Figure 1. Congestion heat map.
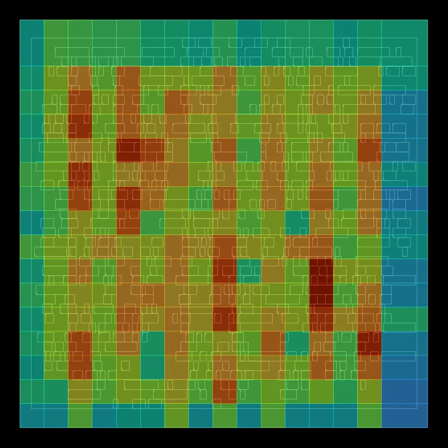
Figure 2. Sequential cells colored by netlist name.
The bar under the picture is 20 um long. Other sequential cells in the stronger gray, the rest of the logic in the fainter gray.
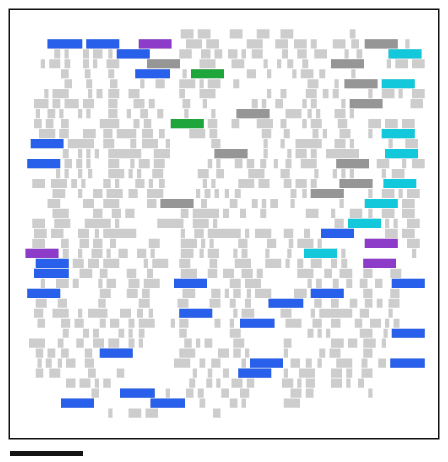
Figure 3. The metal 2 layer.
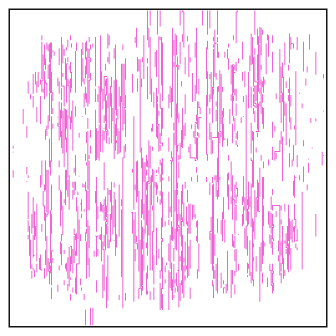
Figure 4. The metal 1 layer.
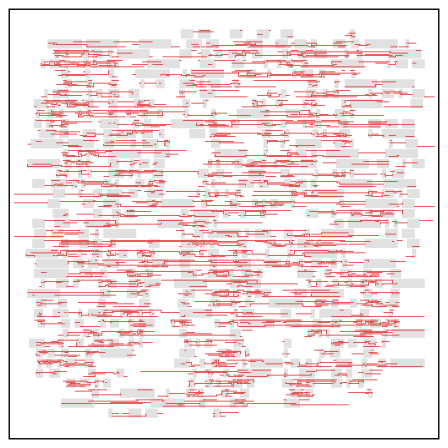
[src/rtl/vend_pkg.sv]
// ============================================================================
//  Module      : vend_pkg
//  Description : Shared types and constants for the vending change path:
//                money width, default coin denominations, payout state
//                encoding and the coin tube index type.
//  Revision    : 1.0 - initial release
// ============================================================================
`default_nettype none

package vend_pkg;

  // Width of every money quantity (amounts, denominations, shortfall)
  localparam int DEN_W     = 8;
  localparam int NUM_TUBES = 4;

  // Default denominations, largest first
  localparam logic [DEN_W-1:0] c_den0_def = 8'd25;
  localparam logic [DEN_W-1:0] c_den1_def = 8'd10;
  localparam logic [DEN_W-1:0] c_den2_def = 8'd5;
  localparam logic [DEN_W-1:0] c_den3_def = 8'd1;

  // Payout sequencer states
  typedef enum logic [1:0] {
    IDLE     = 2'd0,
    SELECT   = 2'd1,
    WAIT_ACK = 2'd2,
    DONE     = 2'd3
  } payout_state_t;

  // Index of one of the four coin tubes
  typedef logic [1:0] tube_idx_t;

endpackage

`default_nettype wire

[src/rtl/coin_tube_counter.sv]
// ============================================================================
//  Module      : coin_tube_counter
//  Description : Inventory counter for one coin tube. Loads TUBE_INIT on
//                reset, adds refills with saturation, removes one coin per
//                eject, merges a same-cycle refill and eject without losing
//                the eject, and produces a registered low-stock flag.
//  Revision    : 1.0 - initial release
// ============================================================================
`default_nettype none

module coin_tube_counter #(
  parameter int TUBE_W    = 6,
  parameter int TUBE_INIT = 20,
  parameter int LOW_MARK  = 2
) (
  input  logic              clk,
  input  logic              reset,
  input  logic              i_inc_valid,
  input  logic [TUBE_W-1:0] i_inc_count,
  input  logic              i_dec,
  output logic [TUBE_W-1:0] o_count,
  output logic              o_low
);

  localparam logic [TUBE_W:0]   c_sat_max  = {1'b0, {TUBE_W{1'b1}}};
  localparam logic [TUBE_W:0]   c_one      = (TUBE_W+1)'(1);
  localparam logic [TUBE_W-1:0] c_init     = TUBE_W'(TUBE_INIT);
  localparam logic              c_init_low = (TUBE_INIT < LOW_MARK);

  logic [TUBE_W-1:0] r_count;
  logic              r_low;
  logic [TUBE_W:0]   w_sum;
  logic [TUBE_W:0]   w_net;
  logic [TUBE_W-1:0] w_count_nxt;

  // Refill first, then take the ejected coin, one bit wider so the clamp
  // sees the true total (count + refill - 1 is clamped only at the end)
  always_comb begin
    w_sum = {1'b0, r_count};
    if (i_inc_valid) begin
      w_sum = w_sum + {1'b0, i_inc_count};
    end
    w_net = w_sum;
    if (i_dec && (w_sum != '0)) begin
      w_net = w_sum - c_one;
    end
    w_count_nxt = (w_net > c_sat_max) ? c_sat_max[TUBE_W-1:0] : w_net[TUBE_W-1:0];
  end

  // Count register and low flag; the flag trails the count by one cycle
  always_ff @(posedge clk or posedge reset) begin
    if (reset) begin
      r_count <= c_init;
      r_low   <= c_init_low;
    end else begin
      r_count <= w_count_nxt;
      r_low   <= (int'(r_count) < LOW_MARK);
    end
  end

  assign o_count = r_count;
  assign o_low   = r_low;

endmodule

`default_nettype wire

[src/rtl/change_payout_ctrl.sv]
// ============================================================================
//  Module      : change_payout_ctrl
//  Description : Pays a change amount out one coin at a time, largest
//                denomination first, handshaking each coin with the hopper.
//                Tracks four coin tubes, accepts refills at any time and
//                reports the amount that could not be paid.
//  Options     : `define CHANGE_TIMEOUT_EN to add a hopper ack timeout with
//                a sticky fault; when undefined WAIT_ACK waits forever and
//                fault is tied low.
//  Revision    : 1.0 - initial release
// ============================================================================
`default_nettype none

module change_payout_ctrl
  import vend_pkg::*;
#(
  parameter logic [DEN_W-1:0] DEN0        = c_den0_def,
  parameter logic [DEN_W-1:0] DEN1        = c_den1_def,
  parameter logic [DEN_W-1:0] DEN2        = c_den2_def,
  parameter logic [DEN_W-1:0] DEN3        = c_den3_def,
  parameter int               TUBE_W      = 6,
  parameter int               TUBE_INIT   = 20,
  parameter int               LOW_MARK    = 2,
  parameter int               TIMEOUT_CYC = 1000
) (
  input  logic                 clk,
  input  logic                 reset,
  input  logic                 change_valid,
  input  logic [DEN_W-1:0]     change_amount,
  output logic                 busy,
  output logic                 eject_req,
  output logic [1:0]           eject_sel,
  input  logic                 eject_ack,
  input  logic                 refill_valid,
  input  logic [1:0]           refill_sel,
  input  logic [TUBE_W-1:0]    refill_count,
  output logic [NUM_TUBES-1:0] tube_low,
  output logic                 done,
  output logic [DEN_W-1:0]     shortfall,
  output logic                 fault
);

  // Reject parameter sets that break the greedy ordering or the counters
  if (!((DEN0 > DEN1) && (DEN1 > DEN2) && (DEN2 > DEN3) && (DEN3 > 0) &&
        (TIMEOUT_CYC > 0) && (TUBE_INIT < (1 << TUBE_W)))) begin : g_bad_params
    $error("change_payout_ctrl: illegal parameter set");
  end

  payout_state_t      r_state;
  payout_state_t      w_state_nxt;
  logic [DEN_W-1:0]   r_remaining;
  logic [DEN_W-1:0]   w_remaining_nxt;
  logic [DEN_W-1:0]   r_shortfall;
  logic [DEN_W-1:0]   w_shortfall_nxt;
  tube_idx_t          r_sel;
  tube_idx_t          w_sel_nxt;
  logic               r_eject_req;
  logic               w_eject_req_nxt;
  logic               w_coin_taken;
  logic               w_fault;

  logic [DEN_W-1:0]   w_den   [NUM_TUBES];
  logic [TUBE_W-1:0]  w_count [NUM_TUBES];
  logic [NUM_TUBES-1:0] w_refill;
  logic [NUM_TUBES-1:0] w_dec;

  logic               w_found;
  tube_idx_t          w_pick;

  assign w_den[0] = DEN0;
  assign w_den[1] = DEN1;
  assign w_den[2] = DEN2;
  assign w_den[3] = DEN3;

  // One inventory counter per tube; an eject decrements only the selected tube
  for (genvar g = 0; g < NUM_TUBES; g++) begin : g_tube
    assign w_refill[g] = refill_valid && (refill_sel == tube_idx_t'(g));
    assign w_dec[g]    = w_coin_taken && (r_sel == tube_idx_t'(g));

    coin_tube_counter #(
      .TUBE_W    (TUBE_W),
      .TUBE_INIT (TUBE_INIT),
      .LOW_MARK  (LOW_MARK)
    ) u_tube (
      .clk         (clk),
      .reset       (reset),
      .i_inc_valid (w_refill[g]),
      .i_inc_count (refill_count),
      .i_dec       (w_dec[g]),
      .o_count     (w_count[g]),
      .o_low       (tube_low[g])
    );
  end

  // Greedy pick: lowest-index (largest) coin that fits and is in stock.
  // Scanning downwards lets the lowest qualifying index win.
  always_comb begin
    w_found = 1'b0;
    w_pick  = '0;
    for (int i = NUM_TUBES-1; i >= 0; i--) begin
      if ((w_den[i] <= r_remaining) && (w_count[i] != '0)) begin
        w_found = 1'b1;
        w_pick  = tube_idx_t'(i);
      end
    end
  end

`ifdef CHANGE_TIMEOUT_EN
  localparam int c_to_w = $clog2(TIMEOUT_CYC + 1);

  logic [c_to_w-1:0] r_to_cnt;
  logic              r_fault;
  logic              w_timeout;
  logic              w_fault_set;

  // Cycles spent waiting on the current coin; restarts for every coin
  always_ff @(posedge clk or posedge reset) begin
    if (reset) begin
      r_to_cnt <= '0;
    end else if ((r_state == WAIT_ACK) && !eject_ack) begin
      r_to_cnt <= r_to_cnt + c_to_w'(1);
    end else begin
      r_to_cnt <= '0;
    end
  end

  assign w_timeout = (r_state == WAIT_ACK) && (r_to_cnt == c_to_w'(TIMEOUT_CYC - 1));
  assign w_fault_set = w_timeout && !eject_ack;

  // Hopper fault stays set until reset
  always_ff @(posedge clk or posedge reset) begin
    if (reset) begin
      r_fault <= 1'b0;
    end else if (w_fault_set) begin
      r_fault <= 1'b1;
    end
  end

  assign w_fault = r_fault;
`else
  assign w_fault = 1'b0;
`endif

  // Next-state and datapath decisions for the payout sequencer
  always_comb begin
    w_state_nxt     = r_state;
    w_remaining_nxt = r_remaining;
    w_shortfall_nxt = r_shortfall;
    w_sel_nxt       = r_sel;
    w_eject_req_nxt = 1'b0;
    w_coin_taken    = 1'b0;
    case (r_state)
      IDLE: begin
        if (change_valid && (change_amount != '0)) begin
          w_remaining_nxt = change_amount;
          w_shortfall_nxt = '0;
          if (w_fault) begin
            // A faulted hopper pays nothing: the whole amount is short
            w_shortfall_nxt = change_amount;
            w_state_nxt     = DONE;
          end else begin
            w_state_nxt = SELECT;
          end
        end
      end
      SELECT: begin
        if (w_found) begin
          w_sel_nxt       = w_pick;
          w_eject_req_nxt = 1'b1;
          w_state_nxt     = WAIT_ACK;
        end else begin
          w_shortfall_nxt = r_remaining;
          w_state_nxt     = DONE;
        end
      end
      WAIT_ACK: begin
        if (eject_ack) begin
          // Selection guaranteed the coin fits, so this cannot underflow
          w_coin_taken    = 1'b1;
          w_remaining_nxt = r_remaining - w_den[r_sel];
          w_state_nxt     = SELECT;
        end
`ifdef CHANGE_TIMEOUT_EN
        else if (w_timeout) begin
          w_shortfall_nxt = r_remaining;
          w_state_nxt     = DONE;
        end
`endif
        else begin
          w_eject_req_nxt = 1'b1;
        end
      end
      DONE: begin
        w_remaining_nxt = '0;
        w_state_nxt     = IDLE;
      end
      default: begin
        w_state_nxt = IDLE;
      end
    endcase
  end

  // State and datapath registers
  always_ff @(posedge clk or posedge reset) begin
    if (reset) begin
      r_state     <= IDLE;
      r_remaining <= '0;
      r_shortfall <= '0;
      r_sel       <= '0;
      r_eject_req <= 1'b0;
    end else begin
      r_state     <= w_state_nxt;
      r_remaining <= w_remaining_nxt;
      r_shortfall <= w_shortfall_nxt;
      r_sel       <= w_sel_nxt;
      r_eject_req <= w_eject_req_nxt;
    end
  end

  assign busy      = (r_state == SELECT) || (r_state == WAIT_ACK);
  assign done      = (r_state == DONE);
  assign eject_req = r_eject_req;
  assign eject_sel = r_sel;
  assign shortfall = r_shortfall;
  assign fault     = w_fault;

endmodule

`default_nettype wire

[config.mk]
export PLATFORM = sky130hd
export DESIGN_NAME = change_payout_ctrl
export DESIGN_NICKNAME = d
export VERILOG_FILES = /design/src/rtl/vend_pkg.sv /design/src/rtl/coin_tube_counter.sv /design/src/rtl/change_payout_ctrl.sv
export SDC_FILE = /design/constraint.sdc
export NUM_CORES = 1
export LEC_CHECK = 0
export CELL_PAD_IN_SITES_DETAIL_PLACEMENT = 1
export CELL_PAD_IN_SITES_GLOBAL_PLACEMENT = 2
export CORE_MARGIN = 3
export CORE_UTILIZATION = 36
export DETAILED_ROUTE_END_ITERATION = 10
export PLACE_DENSITY_LB_ADDON = 0.1
export SYNTH_ARGS = -nofsm -noshare
export SYNTH_HDL_FRONTEND = slang
export SYNTH_SLANG_ARGS = --single-unit
[constraint.sdc]
create_clock -name clk -period 3.6 [get_ports clk]
set_clock_uncertainty 0.05 [all_clocks]
set_input_delay 0.54 -clock clk [delete_from_list [all_inputs] [get_ports clk]]
set_output_delay 0.54 -clock clk [all_outputs]
set_load 0.05 [all_outputs]
==> ci_impl_report.md <==
## Implementation flow summary

| Metric | Value |
|---|---|
| CP cell instances | clkdlybuf4s50_1, ha_1, inv_1, fa_1, nor2b_1, o31ai_1, xor2_1, a31oi_1, or4_4, mux2_2, a31oi_1 |
| Global-route wire length before repair | 21,900 um |
| PwrDens | 912 nW/um2 |
| Setup TNS | 0 ns |
| # fillers | 1,415 |
| Post-Syn Instances | 529 |
| Post-synth EDFFs | 0 |
| GPL Wtd Cong | 0.809 |
| Share of layout cells above drive strength 1 | 9.08% |
| Vias per Instance | 5.66 |
| Tool warnings | 34 |
| Post-CTS Hold Buffers | 0 |
| FP Rows | 39 |
| # resized after CTS | 0 |
| Slew headroom | 56.4% |
| Clk buf depth | 2 |
| Leak | 2.19 nW |
| Top cells excl fill/tap | 58 x nand2_1, 46 x nor2_1, 42 x ha_1, 41 x dfrtp_1, 37 x clkdlybuf4s50_1 |
| Clock sink total | 49 |
| Clk pin slew, worst setup/hold paths | 0.08 ns |
| Clk pwr share | 10.6% |
| Core area | 11,700 um2 |
| R2r worst-path depth | 10 |
| Worst hold path class | register to register |
| Synthesis-to-layout area growth | 16.6% |
| Hold depth | 2 |
| Crit share post-route | 92.3% |
| Hpwl dp | 10,500 um |
| Slew Limit Fails | 0 |
| Maximum vdd drop | 0.325 mV |
| H-tree levels | 2 |
| Required time of the worst setup path | 3.77 ns |
| Status | finished clean |
| Post-synth cell types | 65 |
| RSZ-0062 raised after global routing | no |
| Synth warnings | 0 |
| Initial detailed-routing violation count | 122 |
| Sequential area share after synthesis | 28.0% |
| Cell internal pwr | 0.00233 W |
| Net Count, Synth | 597 |
| Num CTS Buffers | 5 |
| Final net count | 640 |
| Crit-path slowest cell | or4_4 |
| Yosys top cell by area | dfrtp_1 |
| Worst-Skew Late Latency | 0.30 ns |
| Grt total ovfl | 0 |
| Synth Flop Type | dfrtp_1 |
| Registers, synthesis | 49 |
| Total Die Area | 13,600 um2 |
| Most numerous logic cell after layout | nand2_1 |
| Flop pwr share | 24.4% |
-- Figure 1 (at the start) --
met3 GRT Util: 2.75%
GRT Util Overall: 20.5%
GR Util met1: 27.0%

-- Figure 2 (at the start) --
| name in the netlist | color | sequential cells |
|---|---|---|
| r_state | green | 2 |
| g_tube.u_tube.o_count | blue | 24 |
| g_tube.u_tube.o_low | purple | 4 |
| shortfall | cyan | 8 |

-- Figure 3 (at the start) --
main direction: vertical
nets with wire on the layer: 564
longest straight run: 55.5 um
share of all routed wire: 48%
DR vias: 4,049
grt met2 use: 35.4%
drt total wl: 13,000 um

-- Figure 4 (at the start) --
longest straight run: 51.1 um
share of all routed wire: 47%
nets with wire on the layer: 602

-- per-layer routing --
metal  global-route usage, %  vias to the layer above  routed length [um]  share of wire, %
met5                       0                        -                   0                 0
met4                    5.50                        0                 194               1.5
met3                    2.75                       12                 356               2.7
met2                    35.4                       45                6260                48
met1                    27.0                     1999                6160                47
li1                        -                     1993                   -                 -
-- per-stage QoR --
| step | setup WS (ns) | power [W] | area (um2) | utilization [%] | instances |
|---|---|---|---|---|---|
| floorplan | 0.837 | 0.00333 | 4410 | - | 529 |
| global placement | 0.0439 | 0.00411 | 4990 | 42.6 | 708 |
| detailed placement | -0.0591 | 0.00420 | 4990 | 42.6 | 708 |
| CTS | 0.268 | 0.00472 | 5140 | 43.9 | 716 |
| global route | 0.0174 | 0.00520 | 5140 | 43.9 | 716 |
| finish | 0.277 | 0.00469 | 5140 | 43.9 | 716 |
-- power groups by stage --
stage	logic, W	registers (W)	clock network, W
finish	0.00305	0.00115	0.000497
floorplan	0.00215	0.00118	0
detailed placement	0.00304	0.00116	0
global placement	0.00296	0.00115	0
CTS	0.00306	0.00115	0.000511
global route	0.00346	0.00120	0.000538
-- final timing paths --
check	slack (ns)	startpoint	to
worst min register to register	0.47	shortfall[2]$_DFFE_PP0P_	shortfall[2]$_DFFE_PP0P_
worst min-delay path	0.47	shortfall[2]$_DFFE_PP0P_	shortfall[2]$_DFFE_PP0P_
worst max register to register	0.67	g_tube[0].u_tube.o_count[0]$_DFF_PP0_	g_tube[0].u_tube.o_count[1]$_DFF_PP0_
min in group asynchronous	0.49	reset	shortfall[1]$_DFFE_PP0P_
max in group asynchronous	2.17	reset	g_tube[0].u_tube.o_count[2]$_DFF_PP1_
worst max-delay path	0.28	refill_count[0]	g_tube[0].u_tube.o_count[1]$_DFF_PP0_
-- cells by family after synthesis --
family,Yosys count,synth area share [%]
flops,49,28.0
xor+xnor,26,5.17
fa+ha+maj,47,14.2
simple gates,187,21.0
other cells,1,0.0851
buf+inv,54,5.17
mux,19,4.34
compound gates,146,22.0
-- cell usage after synthesis, drive strengths merged (10+ instances only) --
library cell  count
inv              37
a31oi            15
nor3             12
o21ai            32
nand2            58
nor2             46
a21oi            35
mux2i            18
o31ai            12
dfrtp            41
xor2             12
xnor2            14
nand2b           10
ha               42
-- critical path, delay by kind of cell --
kind / cells / cell delay (ns)
simple gates: 2 / 0.76
fa+ha+maj: 2 / 0.63
buf+inv: 2 / 0.59
compound gates: 3 / 0.45
mux: 1 / 0.27
xor+xnor: 1 / 0.26
-- registers in the layout, summed over array words and instances, names as in the netlist --
name                   count
eject_req                  1
r_remaining                8
shortfall                  8
g_tube.u_tube.o_low        4
r_state                    2
g_tube.u_tube.o_count     24
eject_sel                  2
-- area by class of cell --
cell class / count / area [um2] / area share, %
clock buffers: 5 / 125 / 2.43
clock inverters: 3 / 22.5 / 0.438
inverters: 37 / 139 / 2.70
multi-input cells: 426 / 2950 / 57.4
flip-flops and latches: 49 / 1240 / 24.0
well taps: 143 / 179 / 3.48
repair buffers: 53 / 490 / 9.54
Power figures rest on the tool's default switching activity, not on a simulated workload.
